==> src/rtl/turn_executor_if.sv <==
// Bundled handshake/bus signals between path_mapping, the sequencer and the motor stage.
interface turn_executor_if;
   logic       start;
   logic       halt;
   logic [2:0] line_sense;
   logic       node_flag;
   logic [1:0] turn_flag;
   logic       node_changed;
   logic [1:0] motor_l;
   logic [1:0] motor_r;
   logic [4:0] node_count;
   logic       busy;
   logic       fault;

   // Controller side: drives commands and sensors, observes motion outputs.
   modport master (
      output start, halt, line_sense, node_flag, turn_flag,
      input  node_changed, motor_l, motor_r, node_count, busy, fault
   );

   // Sequencer side.
   modport slave (
      input  start, halt, line_sense, node_flag, turn_flag,
      output node_changed, motor_l, motor_r, node_count, busy, fault
   );
endinterface

==> src/rtl/turn_executor.sv <==
// Line-following motion sequencer: follows the line, detects nodes, centres and turns.
module turn_executor #(
   parameter int unsigned CENTER_CYCLES   = 5_000_000,
   parameter int unsigned LOSE_MIN_CYCLES = 500_000,
   parameter int unsigned TURN_TIMEOUT    = 150_000_000
) (
   input logic           clk_50M,
   input logic           rst_n,
   turn_executor_if.slave bus
);

   localparam int unsigned CNT_W = 28;
   localparam logic [CNT_W-1:0] CNT_MAX     = '1;
   localparam logic [CNT_W-1:0] CENTER_LAST = CNT_W'(CENTER_CYCLES - 1);
   localparam logic [CNT_W-1:0] LOSE_LAST   = CNT_W'(LOSE_MIN_CYCLES - 1);
   localparam logic [CNT_W-1:0] TMO_LAST    = CNT_W'(TURN_TIMEOUT - 1);

   localparam logic [1:0] MOT_FWD  = 2'b10;
   localparam logic [1:0] MOT_REV  = 2'b01;
   localparam logic [1:0] MOT_STOP = 2'b00;

   typedef enum logic [2:0] {
      S_IDLE,
      S_FOLLOW,
      S_CENTER,
      S_TURN_LOSE,
      S_TURN_FIND,
      S_FAULT
   } state_t;

   state_t           r_state, w_state_nxt;
   logic [CNT_W-1:0] r_cnt, w_cnt_nxt;
   logic [CNT_W-1:0] r_tmo, w_tmo_nxt;
   logic [1:0]       r_turn_reg, w_turn_nxt;
   logic [1:0]       r_passes, w_passes_nxt;
   logic             r_nf, r_nf_d;
   logic [1:0]       r_motor_l, w_motor_l_nxt;
   logic [1:0]       r_motor_r, w_motor_r_nxt;
   logic             r_node_changed, w_node_changed_nxt;
   logic [4:0]       r_node_count, w_node_count_nxt;
   logic             r_busy, w_busy_nxt;
   logic             r_fault, w_fault_nxt;
   logic             w_node_edge;
   logic             w_c;

   // Saturating counter increment.
   function automatic logic [CNT_W-1:0] sat_inc(input logic [CNT_W-1:0] v);
      return (v == CNT_MAX) ? v : v + CNT_W'(1);
   endfunction

   // Line-following steering; all-off keeps the previous command.
   function automatic logic [3:0] follow_cmd(input logic [2:0] ls, input logic [3:0] held);
      logic [3:0] cmd;
      cmd = held;
      case (ls)
         3'b010, 3'b111, 3'b101: cmd = {MOT_FWD, MOT_FWD};
         3'b100, 3'b110:         cmd = {MOT_STOP, MOT_FWD};
         3'b001, 3'b011:         cmd = {MOT_FWD, MOT_STOP};
         default:                cmd = held;
      endcase
      return cmd;
   endfunction

   // Spin direction: left turn spins left, right and U-turn spin right.
   function automatic logic [3:0] spin_cmd(input logic [1:0] turn);
      return (turn == 2'd3) ? {MOT_REV, MOT_FWD} : {MOT_FWD, MOT_REV};
   endfunction

   assign w_node_edge = r_nf & ~r_nf_d;
   assign w_c         = bus.line_sense[1];

   // node_flag sampling and edge-detect history, active in every state.
   always_ff @(posedge clk_50M or negedge rst_n) begin
      if (!rst_n) begin
         r_nf   <= 1'b0;
         r_nf_d <= 1'b0;
      end else begin
         r_nf   <= bus.node_flag;
         r_nf_d <= r_nf;
      end
   end

   // State register.
   always_ff @(posedge clk_50M or negedge rst_n) begin
      if (!rst_n) r_state <= S_IDLE;
      else        r_state <= w_state_nxt;
   end

   // Next-state, counters and next output values.
   always_comb begin
      logic [3:0] cmd;
      w_state_nxt        = r_state;
      w_cnt_nxt          = r_cnt;
      w_tmo_nxt          = r_tmo;
      w_turn_nxt         = r_turn_reg;
      w_passes_nxt       = r_passes;
      w_motor_l_nxt      = r_motor_l;
      w_motor_r_nxt      = r_motor_r;
      w_node_changed_nxt = 1'b0;
      w_node_count_nxt   = r_node_count;
      cmd                = {r_motor_l, r_motor_r};

      case (r_state)
         S_IDLE: begin
            cmd = {MOT_STOP, MOT_STOP};
            if (bus.start) begin
               w_node_changed_nxt = 1'b1;
               w_node_count_nxt   = 5'd0;
               w_state_nxt        = S_FOLLOW;
            end
         end
         S_FOLLOW: begin
            cmd = follow_cmd(bus.line_sense, {r_motor_l, r_motor_r});
            if (w_node_edge) begin
               w_node_changed_nxt = 1'b1;
               w_node_count_nxt   = r_node_count + 5'd1;
               w_cnt_nxt          = '0;
               cmd                = {MOT_FWD, MOT_FWD};
               w_state_nxt        = S_CENTER;
            end
         end
         S_CENTER: begin
            cmd       = {MOT_FWD, MOT_FWD};
            w_cnt_nxt = sat_inc(r_cnt);
            if (r_cnt >= CENTER_LAST) begin
               w_turn_nxt = bus.turn_flag;
               if (bus.turn_flag == 2'd0) begin
                  w_state_nxt = S_FOLLOW;
               end else begin
                  cmd          = spin_cmd(bus.turn_flag);
                  w_passes_nxt = (bus.turn_flag == 2'd2) ? 2'd2 : 2'd1;
                  w_cnt_nxt    = '0;
                  w_tmo_nxt    = '0;
                  w_state_nxt  = S_TURN_LOSE;
               end
            end
         end
         S_TURN_LOSE: begin
            cmd       = spin_cmd(r_turn_reg);
            w_tmo_nxt = sat_inc(r_tmo);
            if (r_tmo >= TMO_LAST) begin
               cmd         = {MOT_STOP, MOT_STOP};
               w_state_nxt = S_FAULT;
            end else if (w_c) begin
               w_cnt_nxt = '0;
            end else if (r_cnt >= LOSE_LAST) begin
               w_cnt_nxt   = '0;
               w_state_nxt = S_TURN_FIND;
            end else begin
               w_cnt_nxt = sat_inc(r_cnt);
            end
         end
         S_TURN_FIND: begin
            cmd       = spin_cmd(r_turn_reg);
            w_tmo_nxt = sat_inc(r_tmo);
            if (r_tmo >= TMO_LAST) begin
               cmd         = {MOT_STOP, MOT_STOP};
               w_state_nxt = S_FAULT;
            end else if (w_c) begin
               w_passes_nxt = r_passes - 2'd1;
               if (r_passes <= 2'd1) begin
                  w_passes_nxt = 2'd0;
                  cmd          = follow_cmd(bus.line_sense, {r_motor_l, r_motor_r});
                  w_state_nxt  = S_FOLLOW;
               end else begin
                  w_cnt_nxt   = '0;
                  w_state_nxt = S_TURN_LOSE;
               end
            end
         end
         S_FAULT: begin
            cmd = {MOT_STOP, MOT_STOP};
         end
         default: begin
            cmd         = {MOT_STOP, MOT_STOP};
            w_state_nxt = S_IDLE;
         end
      endcase

      // Abort has priority over everything except a latched fault.
      if (bus.halt && (r_state != S_FAULT)) begin
         cmd                = {MOT_STOP, MOT_STOP};
         w_state_nxt        = S_IDLE;
         w_node_changed_nxt = 1'b0;
         w_node_count_nxt   = r_node_count;
         w_turn_nxt         = 2'd0;
         w_passes_nxt       = 2'd0;
         w_cnt_nxt          = '0;
         w_tmo_nxt          = '0;
      end

      w_motor_l_nxt = cmd[3:2];
      w_motor_r_nxt = cmd[1:0];
      w_busy_nxt    = (w_state_nxt != S_IDLE) && (w_state_nxt != S_FAULT);
      w_fault_nxt   = r_fault | (w_state_nxt == S_FAULT);
   end

   // Datapath and output registers.
   always_ff @(posedge clk_50M or negedge rst_n) begin
      if (!rst_n) begin
         r_cnt          <= '0;
         r_tmo          <= '0;
         r_turn_reg     <= 2'd0;
         r_passes       <= 2'd0;
         r_motor_l      <= MOT_STOP;
         r_motor_r      <= MOT_STOP;
         r_node_changed <= 1'b0;
         r_node_count   <= 5'd0;
         r_busy         <= 1'b0;
         r_fault        <= 1'b0;
      end else begin
         r_cnt          <= w_cnt_nxt;
         r_tmo          <= w_tmo_nxt;
         r_turn_reg     <= w_turn_nxt;
         r_passes       <= w_passes_nxt;
         r_motor_l      <= w_motor_l_nxt;
         r_motor_r      <= w_motor_r_nxt;
         r_node_changed <= w_node_changed_nxt;
         r_node_count   <= w_node_count_nxt;
         r_busy         <= w_busy_nxt;
         r_fault        <= w_fault_nxt;
      end
   end

   assign bus.motor_l      = r_motor_l;
   assign bus.motor_r      = r_motor_r;
   assign bus.node_changed = r_node_changed;
   assign bus.node_count   = r_node_count;
   assign bus.busy         = r_busy;
   assign bus.fault        = r_fault;

endmodule

==> src/flat_wrapper.sv <==
// flat-port wrapper written by rule: the top's interface ports become plain ports
module turn_executor_flat 
#(
   parameter int unsigned CENTER_CYCLES   = 5_000_000,
   parameter int unsigned LOSE_MIN_CYCLES = 500_000,
   parameter int unsigned TURN_TIMEOUT    = 150_000_000
)
  (clk_50M, rst_n, bus_start, bus_halt, bus_line_sense, bus_node_flag, bus_turn_flag, bus_node_changed, bus_motor_l, bus_motor_r, bus_node_count, bus_busy, bus_fault);
  turn_executor_if bus_i ();
  input logic clk_50M;
  input logic rst_n;
  input wire logic [$bits(bus_i.start)-1:0] bus_start;
  input wire logic [$bits(bus_i.halt)-1:0] bus_halt;
  input wire logic [$bits(bus_i.line_sense)-1:0] bus_line_sense;
  input wire logic [$bits(bus_i.node_flag)-1:0] bus_node_flag;
  input wire logic [$bits(bus_i.turn_flag)-1:0] bus_turn_flag;
  output wire logic [$bits(bus_i.node_changed)-1:0] bus_node_changed;
  output wire logic [$bits(bus_i.motor_l)-1:0] bus_motor_l;
  output wire logic [$bits(bus_i.motor_r)-1:0] bus_motor_r;
  output wire logic [$bits(bus_i.node_count)-1:0] bus_node_count;
  output wire logic [$bits(bus_i.busy)-1:0] bus_busy;
  output wire logic [$bits(bus_i.fault)-1:0] bus_fault;
  assign bus_i.start = bus_start;
  assign bus_i.halt = bus_halt;
  assign bus_i.line_sense = bus_line_sense;
  assign bus_i.node_flag = bus_node_flag;
  assign bus_i.turn_flag = bus_turn_flag;
  assign bus_node_changed = bus_i.node_changed;
  assign bus_motor_l = bus_i.motor_l;
  assign bus_motor_r = bus_i.motor_r;
  assign bus_node_count = bus_i.node_count;
  assign bus_busy = bus_i.busy;
  assign bus_fault = bus_i.fault;
  turn_executor #(.CENTER_CYCLES(CENTER_CYCLES), .LOSE_MIN_CYCLES(LOSE_MIN_CYCLES), .TURN_TIMEOUT(TURN_TIMEOUT)) u_core (.clk_50M(clk_50M), .rst_n(rst_n), .bus(bus_i));
endmodule
==> config.mk <==
export PLATFORM = sky130hd
export DESIGN_NAME = turn_executor_flat
export DESIGN_NICKNAME = d
export VERILOG_FILES = /design/src/rtl/turn_executor_if.sv /design/src/rtl/turn_executor.sv /design/src/flat_wrapper.sv
export SDC_FILE = /design/constraint.sdc
export NUM_CORES = 1
export LEC_CHECK = 0
export CAP_MARGIN = 40
export CELL_PAD_IN_SITES_DETAIL_PLACEMENT = 1
export CELL_PAD_IN_SITES_GLOBAL_PLACEMENT = 2
export CORE_UTILIZATION = 41
export CTS_CLUSTER_SIZE = 10
export DETAILED_ROUTE_END_ITERATION = 16
export GPL_ROUTABILITY_DRIVEN = 0
export PLACE_DENSITY_LB_ADDON = 0.1
export SYNTH_ARGS = -nofsm -noshare
export SYNTH_HDL_FRONTEND = slang
export SYNTH_SLANG_ARGS = --single-unit
==> constraint.sdc <==
create_clock -name clk_50M -period 3.8 [get_ports clk_50M]
set_input_delay 0.76 -clock clk_50M [delete_from_list [all_inputs] [get_ports clk_50M]]
set_output_delay 0.76 -clock clk_50M [all_outputs]
set_load 0.05 [all_outputs]
Figure 1. Metal 1.
Supply wires on this layer in grey.
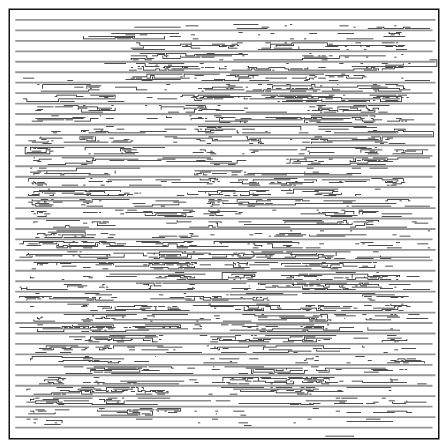
The layer holds 48% of the routed length. The longest straight run is 28.1 um. 554 nets have wire on it. The wires run mostly horizontal. The layer carries 6700 um of wire.

Figure 2. The metal 2 layer.
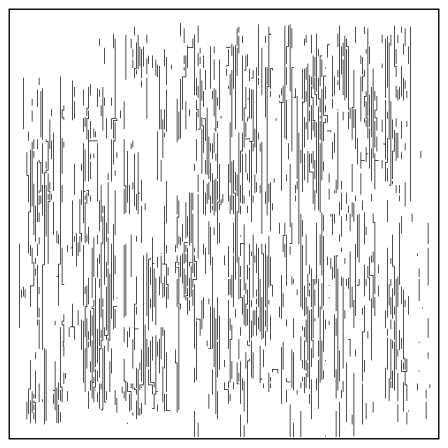
The longest straight run is 48.8 um. The wires run mostly vertical. 540 nets have wire on it. The layer holds 48% of the routed length. The layer carries 6720 um of wire.

Figure 3. Metal 3.
Scale bar: 20 um. Cells faint in the background.
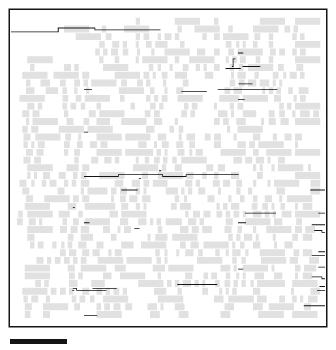
The layer carries 270 um of wire. The wires run mostly horizontal.

==> run notes <==
flow finished, numbers: outcome complete, but fails checks, failing checks design-rule violations, area post-placement 5310 um^2, crit-path most repeated cell or4_1, sw frac 25.1%, post-detail-place hpwl 9.78 mm, syn nets 585, top cells by count 77 x dfrtp_1, 41 x nand2_1, 39 x a21oi_1, Synth Cell Area 4910 um^2, floorplan-stage core utilization 42.6%, YS warnings 0, Setup crit end u_core.r_cnt[9], htree depth 3, initial antenna violation count 0, area grow syn2layout 14.5%, cycle use final 76.7%, achievable frequency 343 MHz, final hold vios 0, flop share of the area 34.3%, Inverters 19, Total Negative Setup Slacks 0 ns, Vias/cell 6.35, Tmin final 2.91 ns, slowest CP cell or4_1, adder share 1.53%, FFs w/ async S/R, synth 100%, io pins 22, number of enable flip-flop cells 0, DRC viols 4, clk slew on worst S/H paths 0.06 ns, Nets 598, flip-flops 77, xor/xnor share 0.714%, CP delay by family, top AND-OR/OR-AND gates, crit path from u_core.r_tmo[18], Leakage 2.18 nW, clk buf depth 2, CTS buffer count 9, met2 wire length 6.72 mm, ClkCell Share 5.57%, final instance area 5620 um^2, RSZ-0062 raised after global routing false, Internal 1.45 mW, Worst Hold Class primary input to asynchronous set/reset pin, logic area 2770 um^2, GR Util met2 40.2%
Figure 4. Metal 4.
Supply wires on this layer in grey. Cells faint in the background.
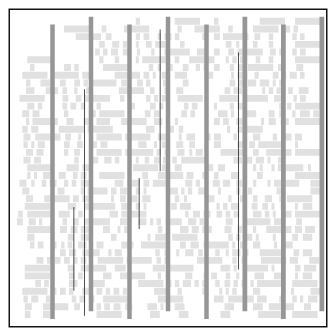
The longest straight run is 79.6 um. The wires run mostly vertical.
vias: 4637
DRT Wirelength: 13.9 mm

Figure 5. Clock nets.
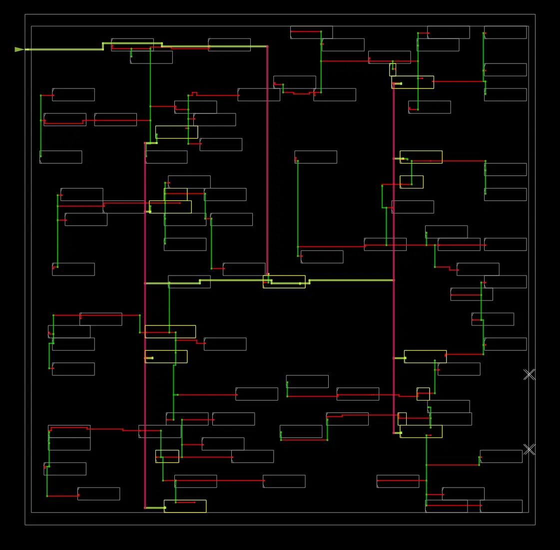
clock-net power: 0.911 mW
Layout clock buffers: 13

-- stage by stage --
stage	power, mW	worst slack [ns]
global placement	1.03	0.449
floorplan	0.964	1.36
finish	1.94	0.887
detailed placement	1.05	0.577
global route	2.01	0.690
CTS	1.96	0.878
-- cells in the final DEF, fill, tap and decap left out, types with 6 or more instances in the layout --
cell / instances
dfrtp_1: 77
nand2_1: 41
a21oi_1: 39
o21ai_0: 38
nor2_1: 31
nand3_1: 27
or3_1: 26
a22oi_1: 23
nand4_1: 22
clkdlybuf4s50_1: 20
nor3_1: 19
inv_1: 18
or4_1: 16
o31ai_1: 15
and3_1: 11
buf_4: 11
clkbuf_16: 9
nor2b_1: 8
a31oi_1: 8
nor4_1: 7
o211ai_1: 7
ha_1: 6
No activity file was given, so power comes from the tool's default toggle rates.
